**config.mk**
```make
export PLATFORM = sky130hd
export DESIGN_NAME = rf_hazard_pipe_flat
export DESIGN_NICKNAME = d
export VERILOG_FILES = /design/src/rtl/rf_hazard_pipe_if.sv /design/src/rtl/rf_hazard_pipe.sv /design/src/flat_wrapper.sv
export SDC_FILE = /design/constraint.sdc
export NUM_CORES = 1
export LEC_CHECK = 0
export CAP_MARGIN = 20
export CORE_UTILIZATION = 40
export DETAILED_ROUTE_END_ITERATION = 8
export PLACE_DENSITY = 0.75
export SYNTH_ARGS = -nofsm -noshare
export SYNTH_HDL_FRONTEND = slang
export SYNTH_SLANG_ARGS = --single-unit
```
**constraint.sdc**
```tcl
create_clock -name clk -period 3.6 [get_ports clk]
set_input_delay 1.08 -clock clk [delete_from_list [all_inputs] [get_ports clk]]
set_output_delay 1.08 -clock clk [all_outputs]
set_load 0.02 [all_outputs]
```
**src/rtl/rf_hazard_pipe_if.sv**
```systemverilog
// Decode/writeback bus between the pipeline control and the hazard unit.
// The master drives the decode-stage instruction fields and observes the
// stall request and writeback controls; the slave is the hazard pipe.
interface rf_hazard_pipe_if #(
    parameter int ADDR_W = 5,
    parameter int CNT_W  = 16
);
    logic              ID_VALID;
    logic [ADDR_W-1:0] Rsrc1;
    logic [ADDR_W-1:0] Rsrc2;
    logic              USE_SRC1;
    logic              USE_SRC2;
    logic [ADDR_W-1:0] Rdst_in;
    logic              WR_IN;
    logic              FLUSH;
    logic              STALL;
    logic [ADDR_W-1:0] Rdst;
    logic              RF_WRITE;
    logic [ADDR_W-1:0] Rdst_E;
    logic [ADDR_W-1:0] Rdst_M;
    logic [CNT_W-1:0]  STALL_CNT;

    modport master (
        output ID_VALID, Rsrc1, Rsrc2, USE_SRC1, USE_SRC2, Rdst_in, WR_IN, FLUSH,
        input  STALL, Rdst, RF_WRITE, Rdst_E, Rdst_M, STALL_CNT
    );

    modport slave (
        input  ID_VALID, Rsrc1, Rsrc2, USE_SRC1, USE_SRC2, Rdst_in, WR_IN, FLUSH,
        output STALL, Rdst, RF_WRITE, Rdst_E, Rdst_M, STALL_CNT
    );
endinterface

```
**src/rtl/rf_hazard_pipe.sv**
```systemverilog
// Destination tracker and RAW hazard detector for a 5-stage pipeline.
// Carries {valid, wr, dst} from decode through execute and memory to
// writeback, drives the register file write port from the writeback slot,
// and stalls decode while any in-flight producer still owes a write to a
// register the decode instruction reads. The writeback slot counts as a
// hazard because the register file write and the decode read land on the
// same edge, so the read would still see the old value.
module rf_hazard_pipe #(
    parameter int ADDR_W  = 5,
    parameter int CNT_W   = 16,
    parameter bit R0_ZERO = 1'b1
) (
    input logic             clk,
    input logic             rst_n,
    rf_hazard_pipe_if.slave bus
);

    typedef struct packed {
        logic              valid;
        logic              wr;
        logic [ADDR_W-1:0] dst;
    } slot_t;

    slot_t            s3;
    slot_t            s4;
    slot_t            s5;
    logic [CNT_W-1:0] stall_cnt;

    logic live3;
    logic live4;
    logic live5;
    logic hz1;
    logic hz2;
    logic stall;

    // A slot only matters if it really writes; register 0 is inert when hardwired.
    function automatic logic is_live(input slot_t s);
        return s.valid & s.wr & ~(R0_ZERO & (s.dst == '0));
    endfunction

    assign live3 = is_live(s3);
    assign live4 = is_live(s4);
    assign live5 = is_live(s5);

    // Compare each used source against every in-flight live destination.
    always_comb begin
        hz1 = 1'b0;
        hz2 = 1'b0;
        if (bus.USE_SRC1) begin
            hz1 = (live3 && (s3.dst == bus.Rsrc1)) ||
                  (live4 && (s4.dst == bus.Rsrc1)) ||
                  (live5 && (s5.dst == bus.Rsrc1));
        end
        if (bus.USE_SRC2) begin
            hz2 = (live3 && (s3.dst == bus.Rsrc2)) ||
                  (live4 && (s4.dst == bus.Rsrc2)) ||
                  (live5 && (s5.dst == bus.Rsrc2));
        end
    end

    // A flushed or empty decode slot never stalls.
    assign stall = bus.ID_VALID & ~bus.FLUSH & (hz1 | hz2);

    // Advance the slots every cycle; decode inserts a bubble on stall, flush or no instruction.
    always_ff @(posedge clk or negedge rst_n) begin
        if (!rst_n) begin
            s3 <= '0;
            s4 <= '0;
            s5 <= '0;
        end else begin
            s5       <= s4;
            s4       <= s3;
            s3.valid <= bus.ID_VALID & ~bus.FLUSH & ~stall;
            s3.wr    <= bus.WR_IN;
            s3.dst   <= bus.Rdst_in;
        end
    end

    // Count stalled cycles, holding at the maximum instead of wrapping.
    always_ff @(posedge clk or negedge rst_n) begin
        if (!rst_n) begin
            stall_cnt <= '0;
        end else if (stall && (stall_cnt != '1)) begin
            stall_cnt <= stall_cnt + 1'b1;
        end
    end

    assign bus.STALL     = stall;
    assign bus.RF_WRITE  = live5;
    assign bus.Rdst      = s5.dst;
    assign bus.Rdst_E    = s3.dst;
    assign bus.Rdst_M    = s4.dst;
    assign bus.STALL_CNT = stall_cnt;

endmodule

```
**src/flat_wrapper.sv**
```systemverilog
// flat-port wrapper written by rule: the top's interface ports become plain ports
module rf_hazard_pipe_flat 
#(
    parameter int ADDR_W  = 5,
    parameter int CNT_W   = 16,
    parameter bit R0_ZERO = 1'b1
)
  (clk, rst_n, bus_ID_VALID, bus_Rsrc1, bus_Rsrc2, bus_USE_SRC1, bus_USE_SRC2, bus_Rdst_in, bus_WR_IN, bus_FLUSH, bus_STALL, bus_Rdst, bus_RF_WRITE, bus_Rdst_E, bus_Rdst_M, bus_STALL_CNT);
  rf_hazard_pipe_if #(.ADDR_W(ADDR_W), .CNT_W(CNT_W)) bus_i ();
  input logic clk;
  input logic rst_n;
  input wire logic [$bits(bus_i.ID_VALID)-1:0] bus_ID_VALID;
  input wire logic [$bits(bus_i.Rsrc1)-1:0] bus_Rsrc1;
  input wire logic [$bits(bus_i.Rsrc2)-1:0] bus_Rsrc2;
  input wire logic [$bits(bus_i.USE_SRC1)-1:0] bus_USE_SRC1;
  input wire logic [$bits(bus_i.USE_SRC2)-1:0] bus_USE_SRC2;
  input wire logic [$bits(bus_i.Rdst_in)-1:0] bus_Rdst_in;
  input wire logic [$bits(bus_i.WR_IN)-1:0] bus_WR_IN;
  input wire logic [$bits(bus_i.FLUSH)-1:0] bus_FLUSH;
  output wire logic [$bits(bus_i.STALL)-1:0] bus_STALL;
  output wire logic [$bits(bus_i.Rdst)-1:0] bus_Rdst;
  output wire logic [$bits(bus_i.RF_WRITE)-1:0] bus_RF_WRITE;
  output wire logic [$bits(bus_i.Rdst_E)-1:0] bus_Rdst_E;
  output wire logic [$bits(bus_i.Rdst_M)-1:0] bus_Rdst_M;
  output wire logic [$bits(bus_i.STALL_CNT)-1:0] bus_STALL_CNT;
  assign bus_i.ID_VALID = bus_ID_VALID;
  assign bus_i.Rsrc1 = bus_Rsrc1;
  assign bus_i.Rsrc2 = bus_Rsrc2;
  assign bus_i.USE_SRC1 = bus_USE_SRC1;
  assign bus_i.USE_SRC2 = bus_USE_SRC2;
  assign bus_i.Rdst_in = bus_Rdst_in;
  assign bus_i.WR_IN = bus_WR_IN;
  assign bus_i.FLUSH = bus_FLUSH;
  assign bus_STALL = bus_i.STALL;
  assign bus_Rdst = bus_i.Rdst;
  assign bus_RF_WRITE = bus_i.RF_WRITE;
  assign bus_Rdst_E = bus_i.Rdst_E;
  assign bus_Rdst_M = bus_i.Rdst_M;
  assign bus_STALL_CNT = bus_i.STALL_CNT;
  rf_hazard_pipe #(.ADDR_W(ADDR_W), .CNT_W(CNT_W), .R0_ZERO(R0_ZERO)) u_core (.clk(clk), .rst_n(rst_n), .bus(bus_i));
endmodule
```
==> impl_metrics.tcl, run 1 <==
# yosys + openroad results
set metrics [dict create \
    slew-limit-headroom_pct 46.2 \
    post-place-ws_ns -0.724 \
    status "finished with violations" \
    dp.cells 273 \
    hpwl_mm 3.12 \
    use_met1_pct 24.2 \
    fmaxAchievable_ghz 0.285 \
    violations "DRC" \
    viasPerCell 5.04 \
    drive_gt1_share_pct 24.8 \
    cts_max_path_buffers 2 \
    grt_pass1_wl_mm 6.93 \
    die_h_um 71.2 \
    cts-resized-gates 33 \
    wl_met1_mm 1.91 \
    wire_per_inst_um 15.2 \
    drc_errors 2 \
    required_ns 2.52 \
    post-route-min-period_ns 3.51 \
    rows 24 \
    final-comb-area_sq_um 902 \
    top_cell_area_share_pct 48.3 \
    fin_setup_tns_ns 0 \
    clkPwrFrac_pct 32.3 \
    cts_num_sinks 37 \
    antenna_found_initial 0 \
    ys.warnings.count 0 \
    mappedNetlistArea_sq_um 1920 \
    dr.first_iter.drc_count 64 \
    fillers 366 \
    cts_tree "yes" \
    post_cts_buffers 1 \
    setup_viol 0 \
    combPwrFrac_pct 16.8 \
    worst_pin_slew_ns 0.808 \
    setup_slack_ns 0.0882 \
    tool_warnings 26 \
    p_int_mw 0.639 \
    ys_async_sr_fraction_pct 100 \
    place.gp.congestion 0.796 \
]
run 1: power by group through the flow:
stage | combinational (mW) | sequential, mW | clock (mW)
final | 0.147 | 0.444 | 0.282
after global routing | 0.158 | 0.447 | 0.310
after CTS | 0.146 | 0.444 | 0.290
after detailed placement | 0.142 | 0.452 | 0
after global placement | 0.141 | 0.452 | 0
after floorplan | 0.0627 | 0.457 | 0
run 1: flip-flops by register name (all words and copies together) (netlist names):
name	cells
u_core.s3	2
u_core.s5	2
u_core.bus.Rdst_E	5
u_core.bus.Rdst	5
u_core.s4	2
u_core.bus.STALL_CNT	16
u_core.bus.Rdst_M	5
run 1: cells by family after synthesis:
kind of cell	share of synthesized area, %
xor+xnor	20.1
mux	1.18
simple gates	15.9
fa+ha+maj	0.653
flops	48.3
buf+inv	7.45
compound gates	6.40
run 1: final timing paths:
| path | slack, ns | endpoint | startpoint |
|---|---|---|---|
| max | 0.09 | bus_STALL | bus_Rsrc2[3] |
| min | 0.39 | u_core.s4[5] | u_core.s3[5] |
| max reg2reg | 0.90 | u_core.bus.STALL_CNT[11] | u_core.bus.Rdst_M[0] |
| min reg2reg | 0.39 | u_core.s4[5] | u_core.s3[5] |
| max in group asynchronous | 2.21 | u_core.bus.STALL_CNT[0] | rst_n |
| min in group asynchronous | 0.88 | u_core.bus.Rdst_M[4] | rst_n |
run 1: cell usage in the layout (no fill, tap or decap), drive strengths merged, types with 7 or more instances in the layout:
master and instances:
clkbuf 7, xor2 13, xnor2 31, buf 30, clkdlybuf4s50 42, and3 9
nand4 10, nand3 11, dfrtp 37
run 1: worst max-delay path, cell delays in order:
cell and delay (ns):
dlygate4sd2_1 0.33, xor2_1 0.24, nor4_2 0.07, buf_4 0.15, o31ai_4 0.31, o31ai_4 0.09
buf_6 0.15
### Routed metal per tile, run 1

Scale: 6 px per um. The die is cut into 14 by 14 equal tiles; black is low, pale yellow is high, scaled to the fullest tile. Values are wire area over tile area, all layers added.
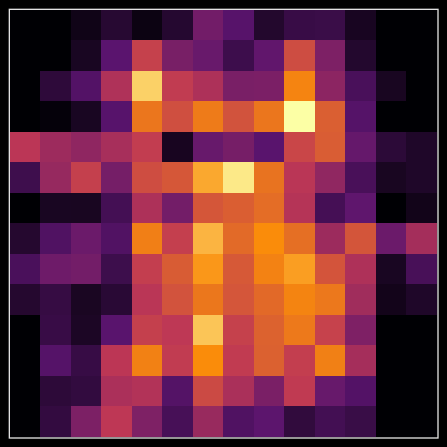
mean over tiles: 0.13
densest ninth of the die: middle
nearly empty tiles: 14%
tiles over half the peak: 31%
fullest tile: 0.40

### Clock nets, run 1

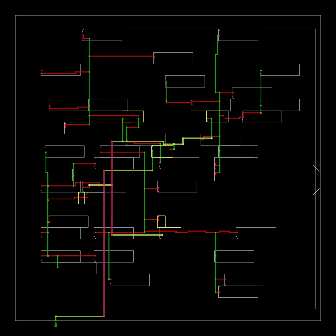
Clk Latency, worst-skew pair: 0.29 ns
Clk power: 0.282 mW
final-layout clock buffer total: 6
flop count: 37
clock skew: 0.00801 ns

### Cell sizes after repair, run 1

Scale: 6 px per um.
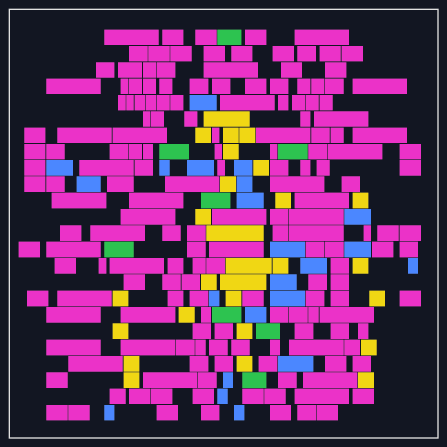
| color | size | cells |
|---|---|---|
| yellow | drive 3 to 4 | 27 |
| green | drive 6 and up | 8 |
| magenta | drive 1 or less | 173 |
| blue | drive 2 | 22 |

### Where the registers sit, run 1

Scale: 6 px per um.
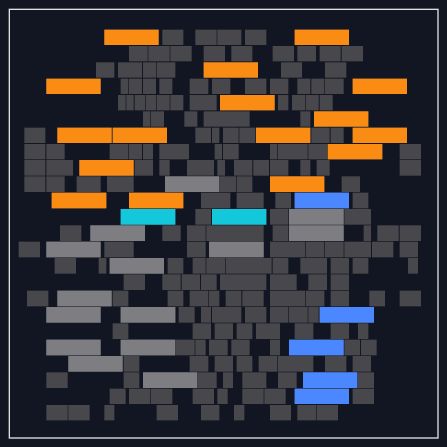
| color | signal | flops |
|---|---|---|
| orange | `u_core.bus.STALL_CNT` | 16 |
| blue | `u_core.bus.Rdst` | 5 |
| cyan | `u_core.s4` | 2 |

### M3 wires, run 1

Scale: 6 px per um.
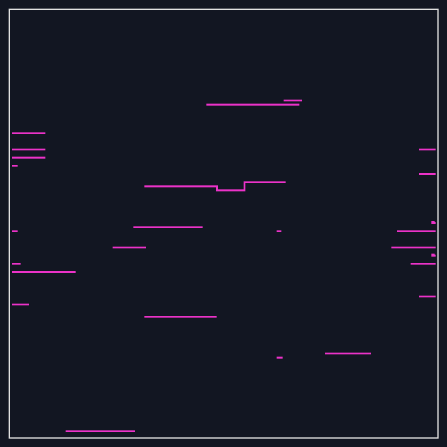

==> run 2, diff against run 1 <==
--- a/config.mk
+++ b/config.mk
@@ -6,9 +6,9 @@
 export NUM_CORES = 1
 export LEC_CHECK = 0
 export CAP_MARGIN = 20
-export CORE_UTILIZATION = 40
+export CORE_UTILIZATION = 45
 export DETAILED_ROUTE_END_ITERATION = 8
-export PLACE_DENSITY = 0.75
+export PLACE_DENSITY = 0.82
 export SYNTH_ARGS = -nofsm -noshare
 export SYNTH_HDL_FRONTEND = slang
 export SYNTH_SLANG_ARGS = --single-unit
### M3 wires, run 2

Scale: 8 px per um.
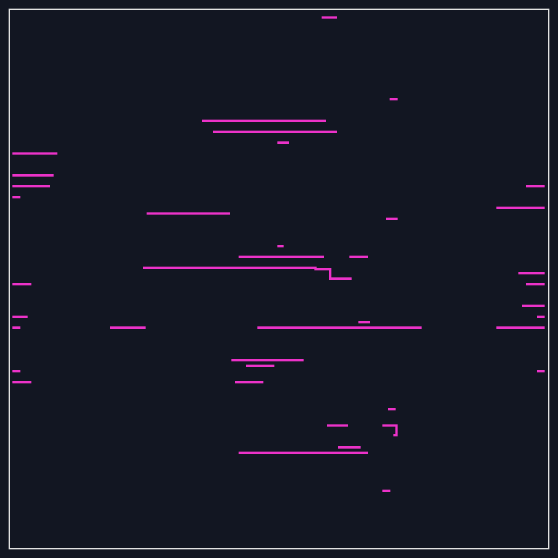
wire length on this layer: 196 um
main direction: horizontal
nets with wire on the layer: 31
share of all routed wire: 4.3%
longest straight run: 21.4 um

==> run 2 against run 1 <==
Compared with the run above:
- the flow now finishes without violations
- die size is 11% lower
- non-clock buffer count is 1 lower
- clock-buffer cell count up 1
- critical path type unchanged
- critical endpoint unchanged
- largest power group unchanged
- highest routed layer unchanged
==> impl_metrics.tcl, run 2 <==
# yosys + openroad results
set metrics [dict create \
    fin_setup_tns_ns 0 \
    lay_top_cells "clkdlybuf4s50_1, dfrtp_1, xnor2_1" \
    status "completed" \
    cp_cell_sequence "dlygate4sd2_1 -> xor2_1 -> nor4_1 -> buf_4 -> o31ai_4 -> o31ai_4 -> buf_6" \
    setup_viol 0 \
    ys.warnings.count 0 \
    dp.cells 271 \
    ys_async_sr_fraction_pct 100 \
    tool_warnings 26 \
    required_ns 2.52 \
    largest_reg_flops 16 \
    place.gp.congestion 0.864 \
    rows 23 \
    dr.first_iter.drc_count 33 \
    path_common_cell "o31ai_4" \
    cts_num_sinks 37 \
    die_h_um 67.2 \
    cpMaxStageDelayCell "dlygate4sd2_1" \
    wire_per_inst_um 16.3 \
    drive_gt1_share_pct 24.6 \
    clk_latency_ns 0.29 \
    layout.cells.most_common "clkdlybuf4s50_1" \
    viasPerCell 5.30 \
    fmaxAchievable_ghz 0.281 \
    fillers 307 \
    max_stage_delay_ns 0.29 \
    post-place-ws_ns -0.722 \
    setup_slack_ns 0.0456 \
    worst_pin_slew_ns 0.795 \
    finClkSkew_ns 0.0132 \
    top_cell_area_share_pct 48.3 \
]
==> run 2: where the power goes <==
part           total [mW]  switching, mW  internal, mW
sequential          0.446         0.0151         0.430
combinational       0.147         0.0738        0.0732
clock               0.291          0.139         0.152
total               0.883          0.228         0.656
==> run 2: cell type report <==
class                      instances  area [sq um]  area share (%)
clock buffer                       7          86.3            3.21
multi-input combinational        104           917            34.1
timing repair buffer              78           693            25.7
tap                               50          62.6            2.32
inverter                           2          7.51           0.279
sequential                        37           926            34.4
==> run 2: repair_timing <==
action / in CTS / in global routing
endpoints found under the setup margin: 1 / 1
resized: 33 / 4
pin swaps: 7 / 7
setup buffers: 1 / 1
==> run 2: path summary, 6_finish.rpt <==
path / startpoint / to / slack [ns] / cells past startpoint
worst max-delay path: bus_Rsrc2[1] / bus_STALL / 0.05 / 7
worst min register to register: u_core.s3[5] / u_core.s4[5] / 0.39 / 0
worst min-delay path: u_core.s3[5] / u_core.s4[5] / 0.39 / 0
max in group asynchronous: rst_n / u_core.bus.Rdst_E[2] / 2.21 / 1
worst max register to register: u_core.bus.Rdst_M[4] / u_core.bus.STALL_CNT[11] / 0.85 / 10
min in group asynchronous: rst_n / u_core.bus.Rdst[0] / 0.88 / 1
==> run 2: kinds of logic (layout without fill, tap and decap cells) <==
| kind of cell | count (synthesis) | count (layout) | share of synthesized area [%] |
|---|---|---|---|
| compound gates | 9 | 9 | 6.40 |
| mux | 2 | 2 | 1.18 |
| xor+xnor | 44 | 44 | 20.1 |
| simple gates | 48 | 48 | 15.9 |
| flops | 37 | 37 | 48.3 |
| buf+inv | 20 | 87 | 7.45 |
| fa+ha+maj | 1 | 1 | 0.653 |
Power figures rest on the tool's default switching activity, not on a simulated workload.
